<file path="config.mk">
export PLATFORM = sky130hd
export DESIGN_NAME = fdiv_sqrt_scheduler
export DESIGN_NICKNAME = d
export VERILOG_FILES = /design/src/rtl/fdiv_sqrt_scheduler.sv
export SDC_FILE = /design/constraint.sdc
export NUM_CORES = 1
export LEC_CHECK = 0
export CAP_MARGIN = 20
export CELL_PAD_IN_SITES_DETAIL_PLACEMENT = 2
export CELL_PAD_IN_SITES_GLOBAL_PLACEMENT = 2
export CORE_ASPECT_RATIO = 1.1
export CORE_MARGIN = 1
export CORE_UTILIZATION = 17
export DETAILED_ROUTE_END_ITERATION = 8
export PLACE_DENSITY = 0.76
export RECOVER_POWER = 25
export SKIP_CTS_REPAIR_TIMING = 1
export SLEW_MARGIN = 40
export SYNTH_ARGS = -nofsm -noshare
export SYNTH_HDL_FRONTEND = slang
export SYNTH_SLANG_ARGS = --single-unit
</file>
<file path="constraint.sdc">
create_clock -name clk -period 2.34 [get_ports clk]
set_clock_uncertainty 0.1 [all_clocks]
set_input_delay 0.702 -clock clk [delete_from_list [all_inputs] [get_ports clk]]
set_output_delay 0.702 -clock clk [all_outputs]
set_load 0.05 [all_outputs]
</file>
<file path="src/rtl/fdiv_sqrt_scheduler.sv">
// Two-thread arbiter and result holder for one shared FP div/sqrt unit.
// Define RSD_FDIVSQRT_FLUSH_ABORT_EN to kill the unit on an owner flush.
module fdiv_sqrt_scheduler #(
  parameter int DIV_LAT  = 28,
  parameter int SQRT_LAT = 27,
  parameter int TAG_W    = 7
) (
  input  logic                  clk,
  input  logic                  rst_n,
  input  logic [1:0]            req_valid,
  output logic [1:0]            req_ready,
  input  logic [1:0]            req_is_divide,
  input  logic [1:0][31:0]      req_lhs,
  input  logic [1:0][31:0]      req_rhs,
  input  logic [1:0][2:0]       req_rm,
  input  logic [1:0][TAG_W-1:0] req_tag,
  input  logic [1:0]            flush,
  output logic                  unit_start,
  output logic                  unit_is_divide,
  output logic [31:0]           unit_lhs,
  output logic [31:0]           unit_rhs,
  output logic [2:0]            unit_rm,
  output logic                  unit_abort,
  input  logic [31:0]           unit_result,
  input  logic [4:0]            unit_fflags,
  output logic [1:0]            resp_valid,
  input  logic [1:0]            resp_ready,
  output logic [31:0]           resp_result,
  output logic [4:0]            resp_fflags,
  output logic [TAG_W-1:0]      resp_tag,
  output logic                  busy
);

  typedef enum logic [1:0] {
    IDLE, BUSY, HOLD, DRAIN
  } state_t;

  state_t state, state_nx;

  logic [5:0]       cnt;
  logic             prio;
  logic             owner;
  logic             start_q;
  logic [1:0]       elig;
  logic [1:0]       grant;
  logic             accept;
  logic             sel;
  logic             own_flush;
  logic             capture;
  logic [31:0]      res_q;
  logic [4:0]       flg_q;
  logic [TAG_W-1:0] tag_q;

  assign own_flush = flush[owner];
  assign elig      = req_valid & ~flush;
  assign accept    = |grant;
  assign sel       = grant[1];
  assign req_ready = grant;
  assign busy      = (state != IDLE);
  assign unit_start  = start_q;
  assign resp_result = res_q;
  assign resp_fflags = flg_q;
  assign resp_tag    = tag_q;

  always_ff @(posedge clk) begin
    if (!rst_n) state <= IDLE;
    else        state <= state_nx;
  end

  always_comb begin
    state_nx   = state;
    grant      = 2'b00;
    unit_abort = 1'b0;
    resp_valid = 2'b00;
    capture    = 1'b0;
    unique case (state)
      IDLE: begin
        if (rst_n) begin
          // Round-robin only matters under contention.
          if (&elig) grant = prio ? 2'b10 : 2'b01;
          else       grant = elig;
        end
        if (|grant) state_nx = BUSY;
      end
      BUSY: begin
        if (own_flush) begin
`ifdef RSD_FDIVSQRT_FLUSH_ABORT_EN
          unit_abort = 1'b1;
          state_nx   = IDLE;
`else
          state_nx = (cnt == 6'd1) ? IDLE : DRAIN;
`endif
        end else if (cnt == 6'd1) begin
          capture  = 1'b1;
          state_nx = HOLD;
        end
      end
      HOLD: begin
        if (own_flush) begin
          state_nx = IDLE;
        end else begin
          resp_valid[owner] = 1'b1;
          if (resp_ready[owner]) state_nx = IDLE;
        end
      end
      DRAIN: begin
        if (cnt == 6'd1) state_nx = IDLE;
      end
      default: state_nx = IDLE;
    endcase
  end

  always_ff @(posedge clk) begin
    if (!rst_n) begin
      cnt            <= '0;
      prio           <= 1'b0;
      owner          <= 1'b0;
      start_q        <= 1'b0;
      unit_is_divide <= 1'b0;
      unit_lhs       <= '0;
      unit_rhs       <= '0;
      unit_rm        <= '0;
      tag_q          <= '0;
      res_q          <= '0;
      flg_q          <= '0;
    end else begin
      start_q <= accept;
      if (accept) begin
        owner          <= sel;
        prio           <= ~sel;
        unit_is_divide <= req_is_divide[sel];
        unit_lhs       <= req_lhs[sel];
        unit_rhs       <= req_rhs[sel];
        unit_rm        <= req_rm[sel];
        tag_q          <= req_tag[sel];
        cnt <= req_is_divide[sel] ? 6'(DIV_LAT)
                                  : 6'(SQRT_LAT);
      end else if (cnt != 6'd0) begin
        cnt <= cnt - 6'd1;
      end
      if (capture) begin
        res_q <= unit_result;
        flg_q <= unit_fflags;
      end
    end
  end

endmodule

</file>
Run 1, placed cells, one color a class:
Scale: 1.5 px per um.
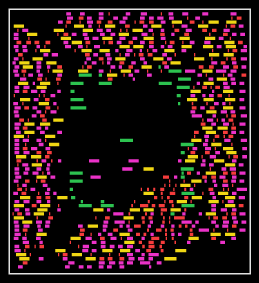
class	color	cells	share of their area
combinational and other logic	red	290	23%
flops	yellow	123	28%
other buffers and delay cells	magenta	352	42%
clock drivers and dummy loads	green	31	6.3%

Run 1, metal 3:
Scale: 2 px per um.
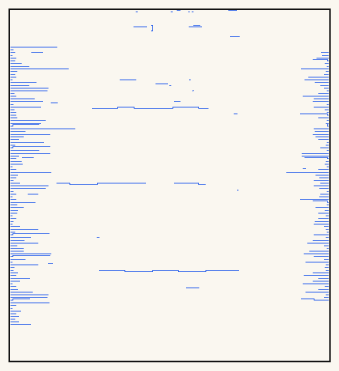
wire length on this layer	1580 um
longest straight run	32.0 um
nets with wire on the layer	214
share of all routed wire	7.4%

Run 1, routed metal, one color a layer:
Scale: 2 px per um. Only two layers are drawn.
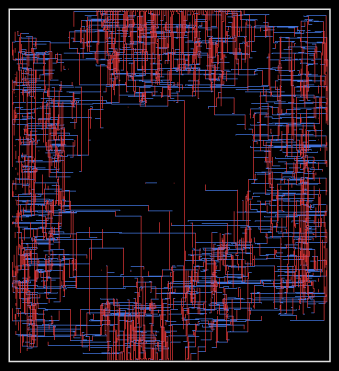
layer	color	wire length
metal 1	blue	8860 um
metal 2	red	10500 um

Run 1, sequential cells colored by netlist name:
Scale: 3 px per um. Other sequential cells in the stronger gray, the rest of the logic in the fainter gray.
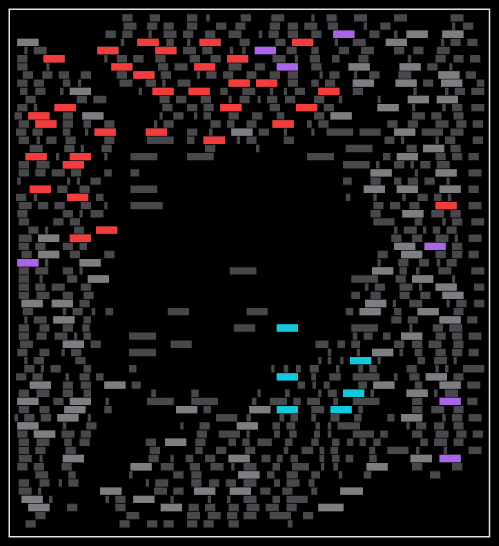
signal	color	sequential cells
resp_tag	purple	7
cnt	cyan	6
unit_lhs	red	32

==> impl_metrics.ini, run 1 <==
; physical design summary
[global_route]
busiest_layer = met2
grt_start_max_net_pins = 43
antenna_found_initial = 0

[final_layout]
stdcell_count = 1153
n_all_buffers = 352
nonClkBufAreaFrac_pct = 40.1
syn_to_final_growth_pct = 96.6
nClkBuffers = 17

[job]
warnings = 30
cap_violations = 0

[final_timing]
timing.final.max_slew_violations = 0
fin_ws_ns = -0.162
setup_violations = 2

[logic_synthesis]
ys_cells = 454
top_area_share_pct = 53.0

[drt]
wl_met1_um = 8860
drt-initial-drc-count = 452
routed-wl-met3_um = 1580

[cts]
cts_buffer_depth = 2
clk_latency_ns = 0.41
path_clk_slew_ns = 0.06
htreeDepth = 4

[outcome]
violations = setup timing
status = complete, but fails checks

[worst_hold_path]
holdCritPathClass = flop to flop

[worst_setup_path]
r2r_slack_ns = 0.29
crit_required_ns = 1.54
path_depth = 4
startpoint_type = primary input

[floorplan]
die_h_um = 175

[pwr]
ir_worst_vdd_mv = 0.402
run 1: stage by stage:
step	util (%)	cell area, um2	hold WS (ns)
6_report	34.0	9130	0.390
5_1_grt	34.0	9130	0.418
4_1_cts	33.2	8920	0.402
3_5_place_dp	31.2	8370	0.386
3_3_place_gp	31.2	8370	0.374
2_1_floorplan	-	4680	0.377
run 1: cells by family after synthesis:
| kind of cell | count (synthesis) | share of synthesized area (%) |
|---|---|---|
| AND-OR/OR-AND | 91 | 18.2 |
| XOR/XNOR | 4 | 0.754 |
| adder cells (fa/ha/maj) | 3 | 0.808 |
| buffers and inverters | 46 | 5.04 |
| flip-flops | 123 | 53.0 |
| multiplexers | 38 | 8.22 |
| other | 1 | 0.0807 |
| AND/OR/NAND/NOR | 148 | 13.9 |
run 1: worst min-delay path, cell delays in order (launching register included):
cell and delay (ns):
dfxtp_1 0.32, mux2i_1 0.06, nor2_1 0.07
run 1: synth_stat cells (all sizes together):
| library cell | number |
|---|---|
| a21oi | 8 |
| nand2b | 4 |
| or3b | 1 |
| nor2b | 2 |
| nand2 | 5 |
| a21o | 3 |
| mux2i | 37 |
| nor3 | 8 |
| nor3b | 2 |
| or4 | 1 |
| conb | 1 |
| and3b | 1 |
| a2111oi | 1 |
| clkbuf | 19 |
| buf | 22 |
| clkinv | 1 |
| or2 | 1 |
| or3 | 2 |
| xor2 | 4 |
| and3 | 1 |
| o31ai | 1 |
| o21a | 1 |
| dfxtp | 123 |
| o21ai | 2 |
| ha | 3 |
| a222oi | 74 |
| o211ai | 1 |
| nor4 | 2 |
| nor2 | 118 |
| inv | 4 |
| mux2 | 1 |
run 1: where the power goes:
part | internal, mW | switching [mW]
clock network | 1.46 | 1.07
logic | 0.741 | 0.841
registers | 2.24 | 0.101
total | 4.44 | 2.01
==> run 1 -> run 2 <==
Settings changed: CAP_MARGIN 20 to unset, CELL_PAD_IN_SITES_DETAIL_PLACEMENT 2 to unset, CELL_PAD_IN_SITES_GLOBAL_PLACEMENT 2 to unset, CORE_UTILIZATION 17 to 32, PLACE_DENSITY 0.76 to 0.77.
Run 2, routed metal, one color a layer:
Scale: 3 px per um. Only two layers are drawn.
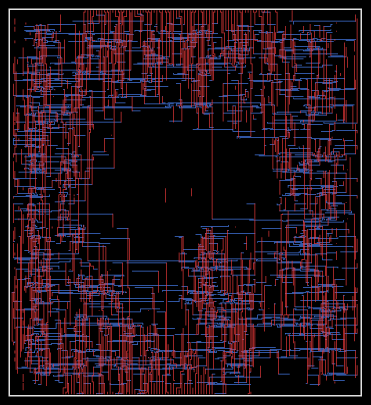
layer	color	wire length
metal 2	red	8630 um
metal 1	blue	6090 um

==> impl_metrics.ini, run 2 <==
; physical design summary
[drt]
drt-initial-drc-count = 523

[pwr]
ir_worst_vdd_mv = 0.522
clock_power_share_pct = 43.3
p_sw_share_pct = 27.0
power_frac_comb_pct = 22.0
p_switching_mw = 1.82
p_int_mw = 4.93
seqPwrFrac_pct = 34.7

[final_timing]
fin_ws_ns = -0.0935
timing.final.max_slew_violations = 0
setup_violations = 3

[cts]
clk_latency_ns = 0.40
cts_tree = built
path_clk_slew_ns = 0.05
htreeDepth = 4
cts_buffer_depth = 2
cts_made_buffers = 17

[outcome]
status = complete, but fails checks
violations = setup timing

[global_route]
grt_start_max_net_pins = 66
grt_use_total_pct = 22.1
antenna_found_initial = 1

[worst_setup_path]
cp_top_family = simple AND/OR/NAND/NOR gates
r2r_slack_ns = 0.10
startpoint_type = primary input

[job]
warnings = 30
cap_violations = 0

[logic_synthesis]
ys_sh_xor_pct = 0.754
ys_async_sr_fraction_pct = 0
ys_sh_simple_pct = 13.9
top_area_share_pct = 53.0
ys_top_cells_by_count = dfxtp_1, nor2_1, a222oi_1
synthesis.nets = 652
synth-edff-count = 0
top_cell = dfxtp_1
synthAdderAreaFrac_pct = 0.808
ys_cells = 454
aoi_share_pct = 18.2
ys.flop_type = dfxtp_1
yosys-mux-area-fraction_pct = 8.22

[floorplan]
die_h_um = 128
fp-utilization_pct = 33.3

[worst_hold_path]
holdCritPathClass = flop to flop

[final_layout]
post-route-util_pct = 63.2
stdcell_count = 963
syn_to_final_growth_pct = 90.1
Run 2, metal 3:
Scale: 3 px per um.
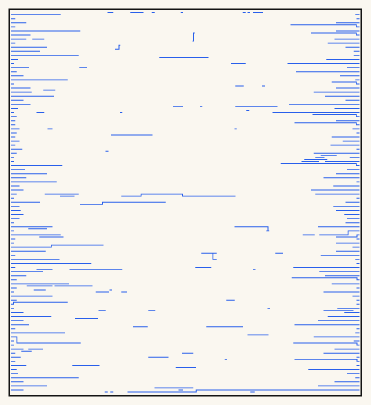
main direction	horizontal
wire length on this layer	1900 um

[run 2: stage by stage]
stage               TNS [ns]  cell area (um2)  power [mW]  setup slack, ns  hold WS (ns)
detailed placement    -52.21             7990        3.90           -0.536         0.380
finish                -0.163             8830        6.76          -0.0935         0.386
floorplan           -0.00565             4680        3.23         -0.00565         0.377
global placement      -44.89             7990        3.85           -0.479         0.372
CTS                    -8.55             8660        6.84           -0.521         0.396
global route          -0.380             8830        7.04           -0.142         0.401
[run 2: worst paths after layout]
path                                                     to  depth (start not counted)                         from
worst max-delay path                           req_ready[0]                          4                        rst_n
worst min-delay path            resp_result[2]$_SDFFE_PN0P_                          2  resp_result[2]$_SDFFE_PN0P_
worst max register to register          cnt[1]$_SDFFE_PN0P_                          7        state[1]$_SDFFE_PN0P_
worst min register to register  resp_result[2]$_SDFFE_PN0P_                          2  resp_result[2]$_SDFFE_PN0P_
[run 2: layer usage]
| layer | vias to the layer above | part of all wire [%] | GRT usage (%) |
|---|---|---|---|
| li1 | 2338 | - | - |
| met2 | 300 | 50 | 39.1 |
| met3 | 38 | 11 | 8.43 |
| met4 | 0 | 3.4 | 12.7 |
| met1 | 2332 | 35 | 21.9 |
| met5 | - | 0 | 0 |
[run 2: cell type report]
class	count	area, um2
Antenna cell	1	2.50
Clock buffer	22	484
Clock inverter	10	186
Fill cell	1140	5130
Inverter	5	20.0
Multi-Input combinational cell	285	1980
Sequential cell	123	2470
Tap cell	188	235
Timing Repair Buffer	329	3450
[run 2: power by group through the flow]
stage,Clock (mW),Sequential [mW],Combinational (mW)
final,2.92,2.35,1.49
after global routing,3.09,2.36,1.59
after CTS,2.98,2.35,1.51
after detailed placement,0,2.39,1.51
after global placement,0,2.38,1.47
after floorplan,0,2.67,0.553
==> run 2 -> run 3 <==
Settings changed: REMOVE_ABC_BUFFERS set to 1.
Run 3, routed metal, one color a layer:
Scale: 3 px per um. Only two layers are drawn.
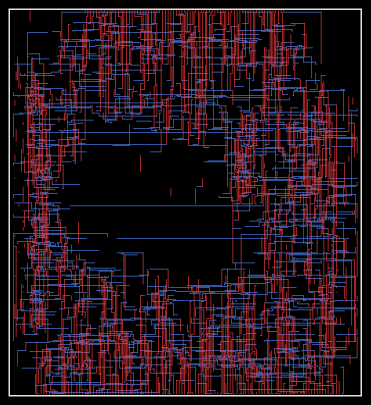
layer	color	wire length
metal 1	blue	6180 um
metal 2	red	9120 um

==> impl_metrics.ini, run 3 <==
; physical design summary
[logic_synthesis]
aoi_share_pct = 18.2
top_cell = dfxtp_1
ys_cells = 454
synthAdderAreaFrac_pct = 0.808
ys_async_sr_fraction_pct = 0
ys_top_cells_by_count = dfxtp_1, nor2_1, a222oi_1
yosys-mux-area-fraction_pct = 8.22
synth-edff-count = 0

[cts]
htreeDepth = 4
cts_made_buffers = 17
path_clk_slew_ns = 0.05
cts_buffer_depth = 2
cts_tree = built
clk_latency_ns = 0.41

[pwr]
power_frac_comb_pct = 23.1
top_power_group = clock
comb-power_mw = 1.49
p_seq_mw = 2.34
seqPwrFrac_pct = 36.2
p_int_mw = 4.69
clock_power_share_pct = 40.7
p_sw_share_pct = 27.6
p_switching_mw = 1.79
finalPower_mw = 6.47

[global_route]
grt_start_max_net_pins = 54
antenna_found_initial = 0
grt_use_total_pct = 22.1

[final_layout]
stdcell_count = 965
diodes = 0
fin_area_mm2 = 0.00876

[job]
warnings = 28

[final_timing]
setup_violations = 3
timing.final.max_slew_violations = 0
fin_ws_ns = -0.0825

[placed_design]
dp_slack_ns = -0.609
post_dp_cell_area_mm2 = 0.00798

[outcome]
violations = setup timing
status = complete, but fails checks

[floorplan]
fp-utilization_pct = 33.3

[drt]
drt-initial-drc-count = 479
Run 3, metal 3:
Scale: 3 px per um.
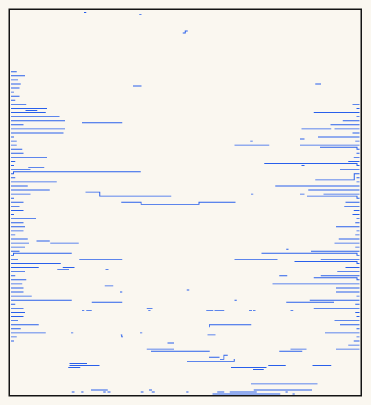
nets with wire on the layer	167
main direction	horizontal
wire length on this layer	1360 um
share of all routed wire	7.8%

-- run 3: critical path: cells and delay by family (launching register included) --
family                 cells  cell delay [ns]
flip-flops                 1             0.35
AND/OR/NAND/NOR            2             0.69
buffers and inverters      1             0.17
-- run 3: layout make-up --
cell class                      instances  area (um2)
Clock inverter                          7         113
Fill cell                            1166        5200
Clock buffer                           25         485
Timing Repair Buffer                  332        3450
Multi-Input combinational cell        285        1990
Tap cell                              188         235
Inverter                                5        20.0
Sequential cell                       123        2470
-- run 3: worst paths after layout --
kind	cells after the start	slack [ns]	from	end
setup / recovery	3	-0.08	state[0]$_SDFFE_PN0P_	req_ready[1]
hold / removal	2	0.38	resp_result[6]$_SDFFE_PN0P_	resp_result[6]$_SDFFE_PN0P_
setup reg to reg	6	0.09	state[0]$_SDFFE_PN0P_	unit_rhs[11]$_SDFFE_PN0P_
hold reg to reg	2	0.38	resp_result[6]$_SDFFE_PN0P_	resp_result[6]$_SDFFE_PN0P_
-- run 3: routing by layer --
layer	share of wire [%]	global-route usage, %	vias up
met2	53	39.6	246
met5	0	0	-
met3	7.8	6.74	50
met4	4.0	13.8	0
li1	-	-	2341
met1	36	22.0	2426
-- run 3: kinds of logic (layout without fill, tap and decap cells) --
logic type / after synthesis / in the layout
flip-flops: 123 / 123
buffers and inverters: 46 / 369
multiplexers: 38 / 38
AND-OR/OR-AND: 91 / 91
adder cells (fa/ha/maj): 3 / 3
AND/OR/NAND/NOR: 148 / 148
other: 1 / 1
XOR/XNOR: 4 / 4
-- run 3: stage by stage --
step	utilization (%)	hold WS, ns
final	62.8	0.385
after global routing	62.8	0.417
after CTS	61.4	0.394
after detailed placement	57.2	0.384
after global placement	57.2	0.373
after floorplan	-	0.377

## Gallery

Cell outlines without signal wires.
Plate I
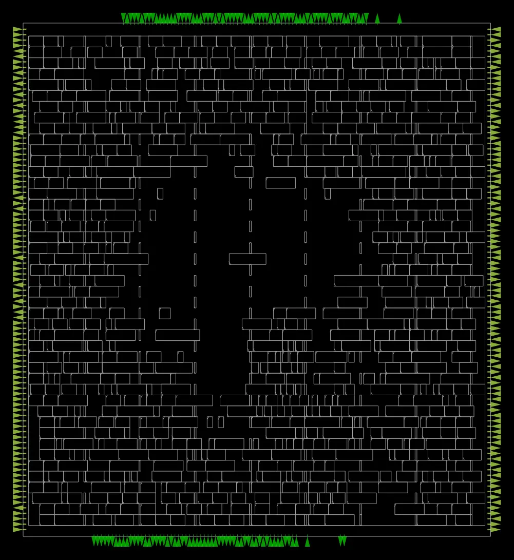
Plate II
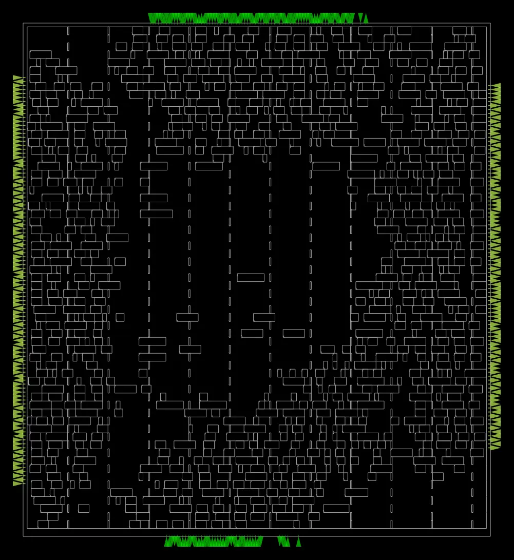
Plate III
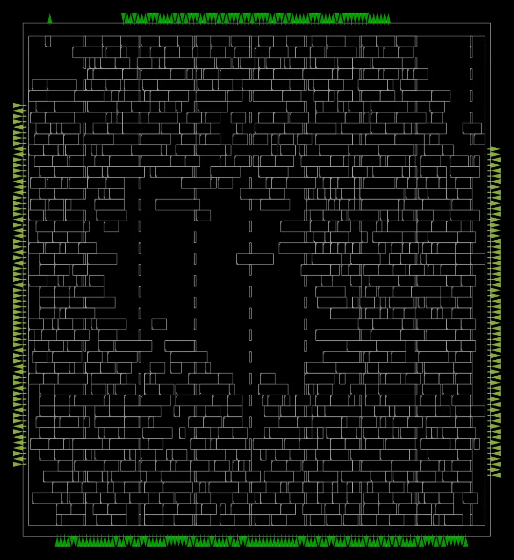
- most cells: Plate II
- lowest utilization: Plate II
run 1 -> Plate II
run 3 -> Plate III
run 2 -> Plate I

No activity file was given, so power comes from the tool's default toggle rates.
